==> src/rtl/mac_tx_frame_arbiter.sv <==
// Frame-level round-robin arbiter: locks one requester onto the MAC TX byte stream per frame,
// inserts an idle gap between frames and truncates frames longer than MAX_BEATS.
module mac_tx_frame_arbiter #(
  parameter int N_REQ     = 3,
  parameter int MAX_BEATS = 1514,
  parameter int MIN_GAP   = 12
) (
  input  logic               clk,
  input  logic               logic_rst,
  input  logic [N_REQ*8-1:0] req_data_in,
  input  logic [N_REQ-1:0]   req_valid_in,
  input  logic [N_REQ-1:0]   req_last_in,
  output logic [N_REQ-1:0]   req_ready_out,
  output logic [7:0]         mac_tx_data_out,
  output logic               mac_tx_valid_out,
  output logic               mac_tx_last_out,
  input  logic               mac_tx_ready_in,
  output logic [N_REQ-1:0]   grant_out,
  output logic               busy_out,
  output logic               frame_err_out
);

  localparam int PW = $clog2(N_REQ);
  localparam int BW = $clog2(MAX_BEATS + 1);
  localparam int GW = (MIN_GAP > 0) ? $clog2(MIN_GAP + 1) : 1;

  typedef enum logic [1:0] {IDLE, BUSY, DRAIN, GAP} state_t;

  // With no gap configured a finished frame returns straight to arbitration.
  localparam state_t FRAME_END = (MIN_GAP == 0) ? IDLE : GAP;

  state_t           state, state_nxt;
  logic [PW-1:0]    rr_ptr, rr_ptr_nxt;
  logic [N_REQ-1:0] grant_nxt;
  logic [BW-1:0]    beat_cnt, beat_cnt_nxt;
  logic [GW-1:0]    gap_cnt, gap_cnt_nxt;
  logic             frame_err_nxt;

  logic             found_hi, found_lo, win_found;
  logic [PW-1:0]    idx_hi, idx_lo, win_idx;
  logic [7:0]       sel_data;
  logic             sel_valid, sel_last;
  logic             beat_at_max;

  // Round-robin search: lowest valid index above rr_ptr, else lowest at or below it.
  always_comb begin
    found_hi = 1'b0;
    found_lo = 1'b0;
    idx_hi   = '0;
    idx_lo   = '0;
    for (int i = N_REQ - 1; i >= 0; i--) begin
      if (req_valid_in[i]) begin
        if (PW'(i) > rr_ptr) begin
          found_hi = 1'b1;
          idx_hi   = PW'(i);
        end else begin
          found_lo = 1'b1;
          idx_lo   = PW'(i);
        end
      end
    end
    win_found = found_hi | found_lo;
    win_idx   = found_hi ? idx_hi : idx_lo;
  end

  // rr_ptr always holds the current owner while a frame is in flight.
  always_comb begin
    sel_data  = '0;
    sel_valid = 1'b0;
    sel_last  = 1'b0;
    for (int i = 0; i < N_REQ; i++) begin
      if (rr_ptr == PW'(i)) begin
        sel_data  = req_data_in[8*i +: 8];
        sel_valid = req_valid_in[i];
        sel_last  = req_last_in[i];
      end
    end
  end

  assign beat_at_max = (beat_cnt == BW'(MAX_BEATS - 1));
  assign busy_out    = (state != IDLE);

  always_ff @(posedge clk or posedge logic_rst) begin
    if (logic_rst) begin
      state         <= IDLE;
      rr_ptr        <= PW'(N_REQ - 1);
      grant_out     <= '0;
      beat_cnt      <= '0;
      gap_cnt       <= '0;
      frame_err_out <= 1'b0;
    end else begin
      state         <= state_nxt;
      rr_ptr        <= rr_ptr_nxt;
      grant_out     <= grant_nxt;
      beat_cnt      <= beat_cnt_nxt;
      gap_cnt       <= gap_cnt_nxt;
      frame_err_out <= frame_err_nxt;
    end
  end

  always_comb begin
    state_nxt        = state;
    rr_ptr_nxt       = rr_ptr;
    grant_nxt        = grant_out;
    beat_cnt_nxt     = beat_cnt;
    gap_cnt_nxt      = gap_cnt;
    frame_err_nxt    = 1'b0;
    req_ready_out    = '0;
    mac_tx_data_out  = '0;
    mac_tx_valid_out = 1'b0;
    mac_tx_last_out  = 1'b0;
    case (state)
      IDLE: begin
        if (win_found) begin
          grant_nxt    = N_REQ'(1) << win_idx;
          rr_ptr_nxt   = win_idx;
          beat_cnt_nxt = '0;
          state_nxt    = BUSY;
        end
      end
      BUSY: begin
        mac_tx_data_out  = sel_data;
        mac_tx_valid_out = sel_valid;
        mac_tx_last_out  = sel_last | beat_at_max;
        req_ready_out    = mac_tx_ready_in ? grant_out : '0;
        if (sel_valid && mac_tx_ready_in) begin
          if (beat_cnt != BW'(MAX_BEATS)) beat_cnt_nxt = beat_cnt + 1'b1;
          if (sel_last) begin
            state_nxt   = FRAME_END;
            grant_nxt   = '0;
            gap_cnt_nxt = '0;
          end else if (beat_at_max) begin
            frame_err_nxt = 1'b1;
            state_nxt     = DRAIN;
          end
        end
      end
      DRAIN: begin
        req_ready_out = grant_out;
        if (sel_valid && sel_last) begin
          state_nxt   = FRAME_END;
          grant_nxt   = '0;
          gap_cnt_nxt = '0;
        end
      end
      GAP: begin
        if (gap_cnt == GW'(MIN_GAP - 1)) begin
          state_nxt   = IDLE;
          gap_cnt_nxt = '0;
        end else begin
          gap_cnt_nxt = gap_cnt + 1'b1;
        end
      end
      default: state_nxt = IDLE;
    endcase
  end

endmodule

==> config.mk <==
export PLATFORM = sky130hd
export DESIGN_NAME = mac_tx_frame_arbiter
export DESIGN_NICKNAME = d
export VERILOG_FILES = /design/src/rtl/mac_tx_frame_arbiter.sv
export SDC_FILE = /design/constraint.sdc
export NUM_CORES = 1
export LEC_CHECK = 0
export ABC_AREA = 1
export CAP_MARGIN = 20
export CORE_MARGIN = 2
export CORE_UTILIZATION = 49
export DETAILED_ROUTE_END_ITERATION = 6
export GPL_TIMING_DRIVEN = 1
export HOLD_SLACK_MARGIN = 0.1
export PLACE_DENSITY = 0.77
export SYNTH_ARGS = -nofsm -noshare
export SYNTH_HDL_FRONTEND = slang
export SYNTH_SLANG_ARGS = --single-unit
==> constraint.sdc <==
create_clock -name clk -period 1.8 [get_ports clk]
set_input_delay 0.36 -clock clk [delete_from_list [all_inputs] [get_ports clk]]
set_output_delay 0.36 -clock clk [all_outputs]
set_load 0.005 [all_outputs]
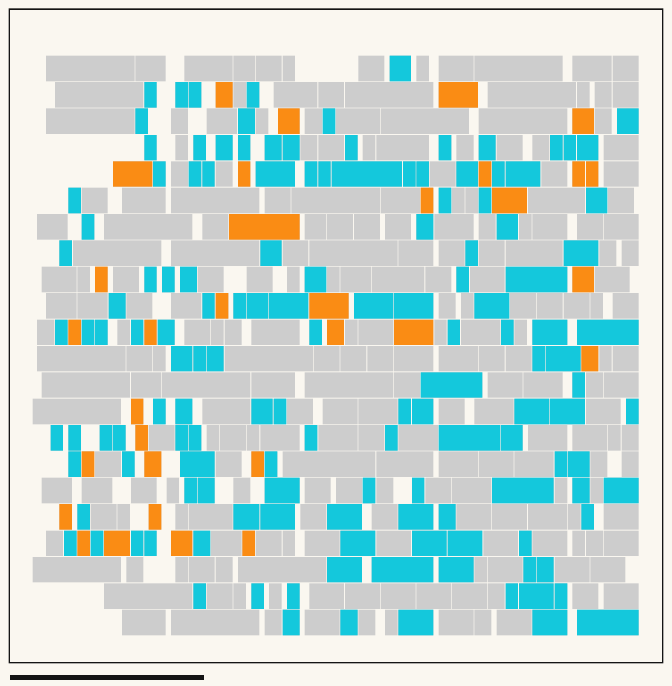
(run_1/gates.png)
The bar under the picture is 20 µm long.
[cyan] nand cells | cells: 140 | most used: nand2_1 | where: all over the die
[orange] nor cells | cells: 32 | most used: nor2_1 | where: all over the die
fraction of area in multi-input gates: 43.3%
most instantiated logic cell after routing: nand2_1
Layout Cells excl Fill: 448

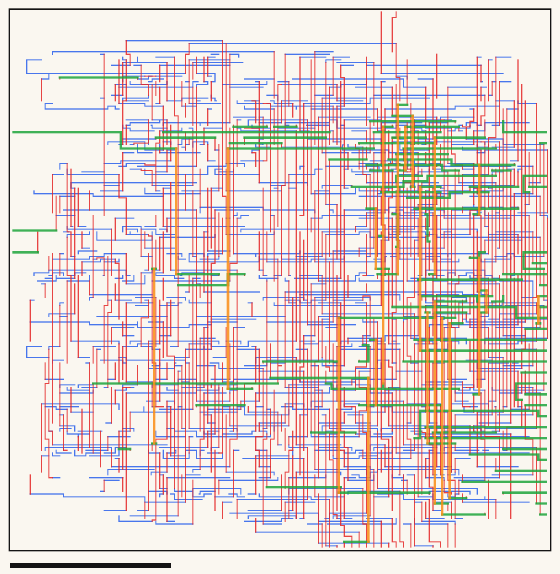
(run_1/layers.png)
The bar under the picture is 20 µm long.
[red] M2 | wire length: 3950 µm
[green] M3 | wire length: 708 µm
[orange] M4 | wire length: 347 µm
[blue] M1 | wire length: 3180 µm
WL/cell: 18.3 µm
vias: 2528
drt total wl: 8.19 mm

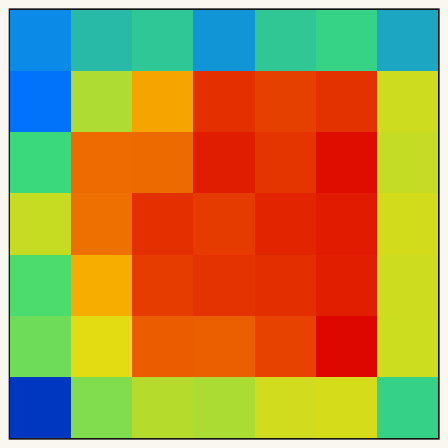
(run_1/util_map.png)
The die is cut into 7 by 7 equal tiles; dark blue is low, red is high, 0 to 100% covered.
tiles over 75% full: 47%
densest ninth of the die: middle
emptiest ninth of the die: top left
mean over tiles: 72%
fullest tile: 99%

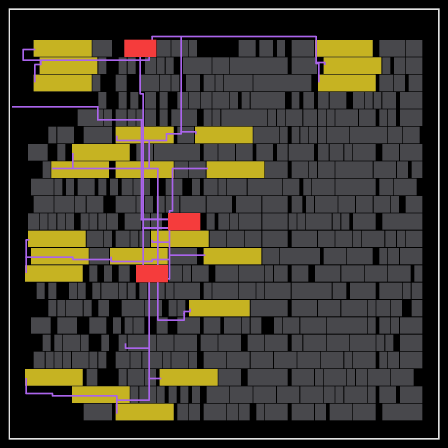
(run_1/clock_wires.png)
[red] clock-net drivers | count: 3
[yellow] flip-flops | count: 23
[purple] clock wires | length: 359 µm
flops lie: all over the die
routed clock nets: 4
Clock Latency Late Sink: 280 ps
Clock group: 0.344 mW
clock group share of total power: 7.0%
clk_skew: 8.97 ps

==> impl_metrics.toml, run 1 <==
# yosys + openroad results
[min_path]
min_path_type = "in2async"

[outcome]
failed_checks = "DRC, setup timing"
run_status = "complete, but fails checks"

[critical_path]
worst_path_most_repeated_cell = "buf_6"
critPathMaxFanout = 5

[timing]
fin_ws_ps = -200
rsz0062_at_grt = "yes"
period_minus_slack_ps = 2000
finalSetupViolations = 18

[synthesis]
synthTopCellsByCount = "81 x nand2_1, 41 x nand3_1, 36 x inv_1, 22 x dfrtp_1, 20 x nor2_1"
async_reset_ff_share_pct = 100
ff_type = "dfrtp_1"
ys_sh_aoi_pct = 6.64

[global_routing]
grt_overflow_total = 0
use_met3_pct = 5.33
grt_pass1_wl_mm = 9.91
grt_max_degree = 24

[power_and_ir_drop]
peakVddDrop_v = 0.000837

[drt]
drc = 7
drt-pass1-iter-count = 7

[final_layout]
area_share_nonclk_buffers_pct = 30.8
n_all_inverters = 41

[clock_network]
clk_pin_slew_ps = 90
cts_tree = "done"

[place]
place.gp.congestion = 0.835
-- run 1: stage by stage --
stage	cells	instance area [µm²]	utilization, %	hold slack, ps
final	448	3300	88.2	425
after global routing	448	3300	88.2	480
after CTS	444	3080	82.2	433
after detailed placement	429	2870	76.7	498
after global placement	429	2870	76.7	488
after floorplan	284	1960	-	361
-- run 1: sequential cells by signal, summed over array words and instances (netlist names) --
| register | count |
|---|---|
| frame_err_out | 1 |
| gap_cnt | 4 |
| state | 2 |
| grant_out | 3 |
| beat_cnt | 11 |
| rr_ptr | 2 |
-- run 1: report_power, final --
group	switching [mW]	internal (mW)
Sequential	0.113	0.632
Clock	0.185	0.159
Combinational	2.16	1.66
Total	2.46	2.45
--- run 2 (diff from run 1) ---
--- a/config.mk
+++ b/config.mk
@@ -7,7 +7,7 @@
 export LEC_CHECK = 0
 export ABC_AREA = 1
 export CAP_MARGIN = 20
-export CORE_MARGIN = 2
+export CORE_MARGIN = 3
 export CORE_UTILIZATION = 49
 export DETAILED_ROUTE_END_ITERATION = 6
 export GPL_TIMING_DRIVEN = 1
==> impl_metrics.toml, run 2 <==
# yosys + openroad results
[outcome]
run_status = "complete, but fails checks"
failed_checks = "setup timing"

[global_routing]
use_met3_pct = 4.49
grt_pass1_wl_mm = 10.7
grt_use_met1_pct = 33.5
grt_max_degree = 24
grt_overflow_total = 0

[drt]
drc = 0
drt-pass1-iter-count = 5
wl_met2_mm = 4.02
viasPerCell = 5.74

[clock_network]
clk_pin_slew_ps = 80
cts_tree = "done"

[power_and_ir_drop]
pwr_density_cell_nw_per_um2 = 1490
total_power_mw = 4.78
peakVddDrop_v = 0.000676

[final_layout]
final_cells = 444
regMostFlops = "beat_cnt"
sh_seq_area_pct = 18.0
n_all_inverters = 40
mostFrequentLayoutCell = "nand2_1"
top_regs = "beat_cnt: 11 flops, gap_cnt: 4 flops, grant_out: 3 flops"
sh_comb_area_pct = 42.5
area_share_nonclk_buffers_pct = 31.4
largest_register_ffs = 11
design_area_um2 = 3210

[timing]
fin_ws_ps = -183
holdWs_ps = 429
finalSetupViolations = 21
fin_tns_setup_ps = -1610
rsz0062_at_grt = "yes"
period_minus_slack_ps = 1980
fin_skew_ps = 3.34

[critical_path]
crit_family = "buffers and inverters"
rr_startpoint = "rr_ptr[1]$_DFFE_PP1P_"
worst_path_most_repeated_cell = "buf_6"
critPathMaxFanout = 7

[place]
numPlacedInstances = 424
place.gp.congestion = 0.835
placed_area_um2 = 2860

[synthesis]
synthTopCellsByCount = "81 x nand2_1, 41 x nand3_1, 36 x inv_1, 22 x dfrtp_1, 20 x nor2_1"
async_reset_ff_share_pct = 100
synth_top_cell_by_count = "nand2_1"
ys.flops = 23

[die]
die_x_um = 69.2
tap_cells = 48

[min_path]
min_path_type = "in2async"
run 2: kinds of logic (layout without fill, tap and decap cells):
family,Yosys count,after routing,synth area share (%)
DFF,23,23,29.4
and+or+nand+nor,173,175,43.6
AOI/OAI and AO/OA,23,23,6.64
buffers and inverters,48,158,11.0
xor gates and xnor gates,8,8,3.58
adders and majority gates,9,9,5.75
run 2: per-stage QoR:
step	setup WS (ps)	util (%)
after floorplan	148	-
after detailed placement	-349	76.3
after global placement	-294	76.3
after CTS	-132	81.0
final	-183	85.8
after global routing	-234	85.8
run 2: power by group:
group / switching, mW / total [mW] / leakage [nW] / internal [mW]
Combinational: 2.10 / 3.72 / 1.32 / 1.62
Sequential: 0.100 / 0.731 / 0.308 / 0.631
Clock: 0.173 / 0.327 / 0.0255 / 0.155
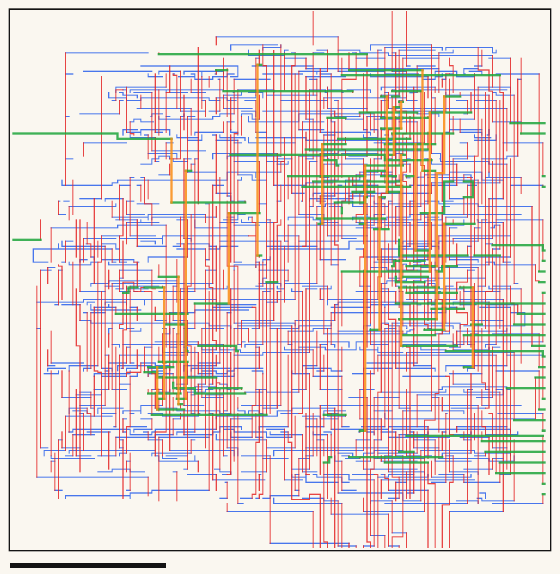
(run_2/layers.png)
The bar under the picture is 20 µm long.
[green] M3 | wire length: 629 µm
[blue] M1 | wire length: 3050 µm
[red] M2 | wire length: 4020 µm
[orange] M4 | wire length: 316 µm
drt total wl: 8.01 mm
WL/cell: 18.0 µm
Total GRT Usage: 26.6%
vias: 2547

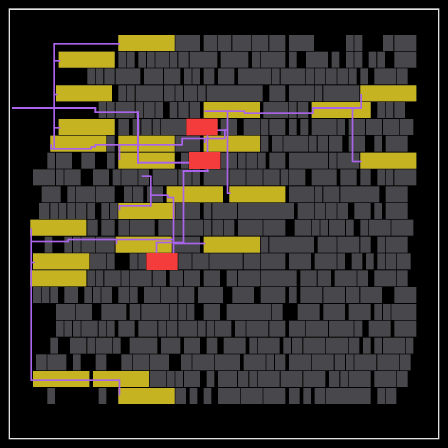
(run_2/clock_wires.png)
[yellow] flip-flops | count: 23
[purple] clock wires | length: 292 µm
[red] clock-net drivers | count: 3
routed clock nets: 4
flops lie: all over the die
Clock Latency Late Sink: 270 ps
clock group share of total power: 6.9%

--- run 3 (diff from run 2) ---
--- a/config.mk
+++ b/config.mk
@@ -7,6 +7,7 @@
 export LEC_CHECK = 0
 export ABC_AREA = 1
 export CAP_MARGIN = 20
+export CORE_ASPECT_RATIO = 0.5
 export CORE_MARGIN = 3
 export CORE_UTILIZATION = 49
 export DETAILED_ROUTE_END_ITERATION = 6
==> impl_metrics.toml, run 3 <==
# yosys + openroad results
[timing]
fin_skew_ps = 10.6
fin_ws_ps = -135
finalSetupViolations = 13
period_minus_slack_ps = 1930

[global_routing]
grt_use_met1_pct = 29.1
use_met3_pct = 4.49
grt_pass1_wl_mm = 9.52
grt_overflow_total = 0
grt_max_degree = 24

[critical_path]
critPathMaxFanout = 4
worst_path_most_repeated_cell = "buf_6"
crit_family = "flip-flops"

[power_and_ir_drop]
p_int_mw = 2.36
top_power_group = "combinational cells"
p_sw_share_pct = 48.7
peakVddDrop_v = 0.000661
pwr-share-clk_pct = 7.4
pwr_density_cell_nw_per_um2 = 1430
power_frac_seq_pct = 15.9
p_comb_mw = 3.52
total_power_mw = 4.59

[synthesis]
ys_sh_simple_pct = 43.6
async_reset_ff_share_pct = 100
ff_type = "dfrtp_1"
yosys.area_share.xor_xnor_pct = 3.58
ys_sh_aoi_pct = 6.64
synthTopCellsByCount = "81 x nand2_1, 41 x nand3_1, 36 x inv_1, 22 x dfrtp_1, 20 x nor2_1"
synthAdderAreaFrac_pct = 5.75

[drt]
drc = 0
vias = 2382
wl_met2_mm = 3.69

[outcome]
failed_checks = "setup timing"
run_status = "complete, but fails checks"

[clock_network]
clk_pin_slew_ps = 90
cts_tree = "done"
clk_latency_ps = 280

[place]
place.gp.congestion = 0.863
placed_area_um2 = 2780

[final_layout]
largest_register_ffs = 11
mostFrequentLayoutCell = "nand2_1"

[min_path]
min_path_type = "in2async"
## run 3: final timing paths
path,to,slack (ps),cells after the start
max,mac_tx_valid_out,-130,7
min,gap_cnt[0]$_DFFE_PP0P_,440,3
max reg2reg,beat_cnt[0]$_DFFE_PP0P_,-10,10
min reg2reg,gap_cnt[1]$_DFFE_PP0P_,520,2
max in group asynchronous,rr_ptr[1]$_DFFE_PP1P_,1070,3
min in group clk,gap_cnt[1]$_DFFE_PP0P_,520,2
## run 3: cell type report
class | instances | area (µm²)
fillers | 172 | 402
clock inverters | 1 | 5.00
clock buffers | 3 | 41.3
inverters | 40 | 165
flip-flops and latches | 23 | 577
well taps | 51 | 63.8
multi-input cells | 214 | 1370
repair buffers | 117 | 997
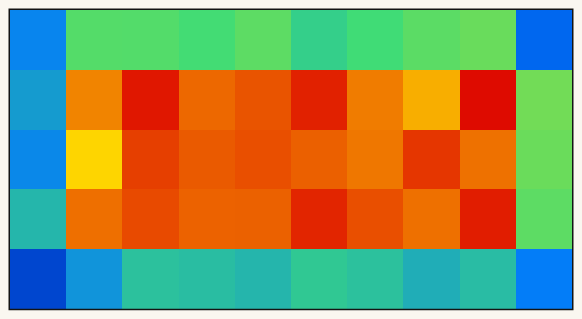
(run_3/util_map.png)
The die is cut into 10 by 5 equal tiles; dark blue is low, red is high, 0 to 100% covered.
Core ar.: 3620 µm²
fp_density: 54.1%
final core occ: 88.9%

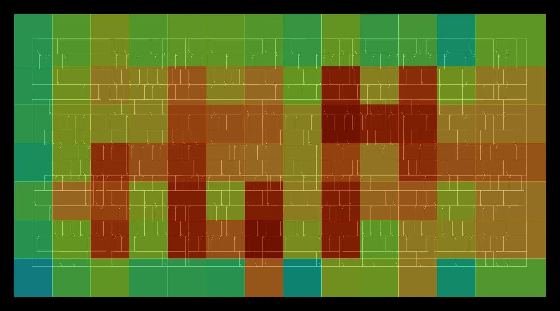
(run_3/congestion_map.png)
Top Usage Layer GRT: met2
Total GRT Usage: 24.9%
M2 GR Usage: 48.7%
WL/cell: 15.7 µm

Power is estimated from default activity; no workload was simulated.
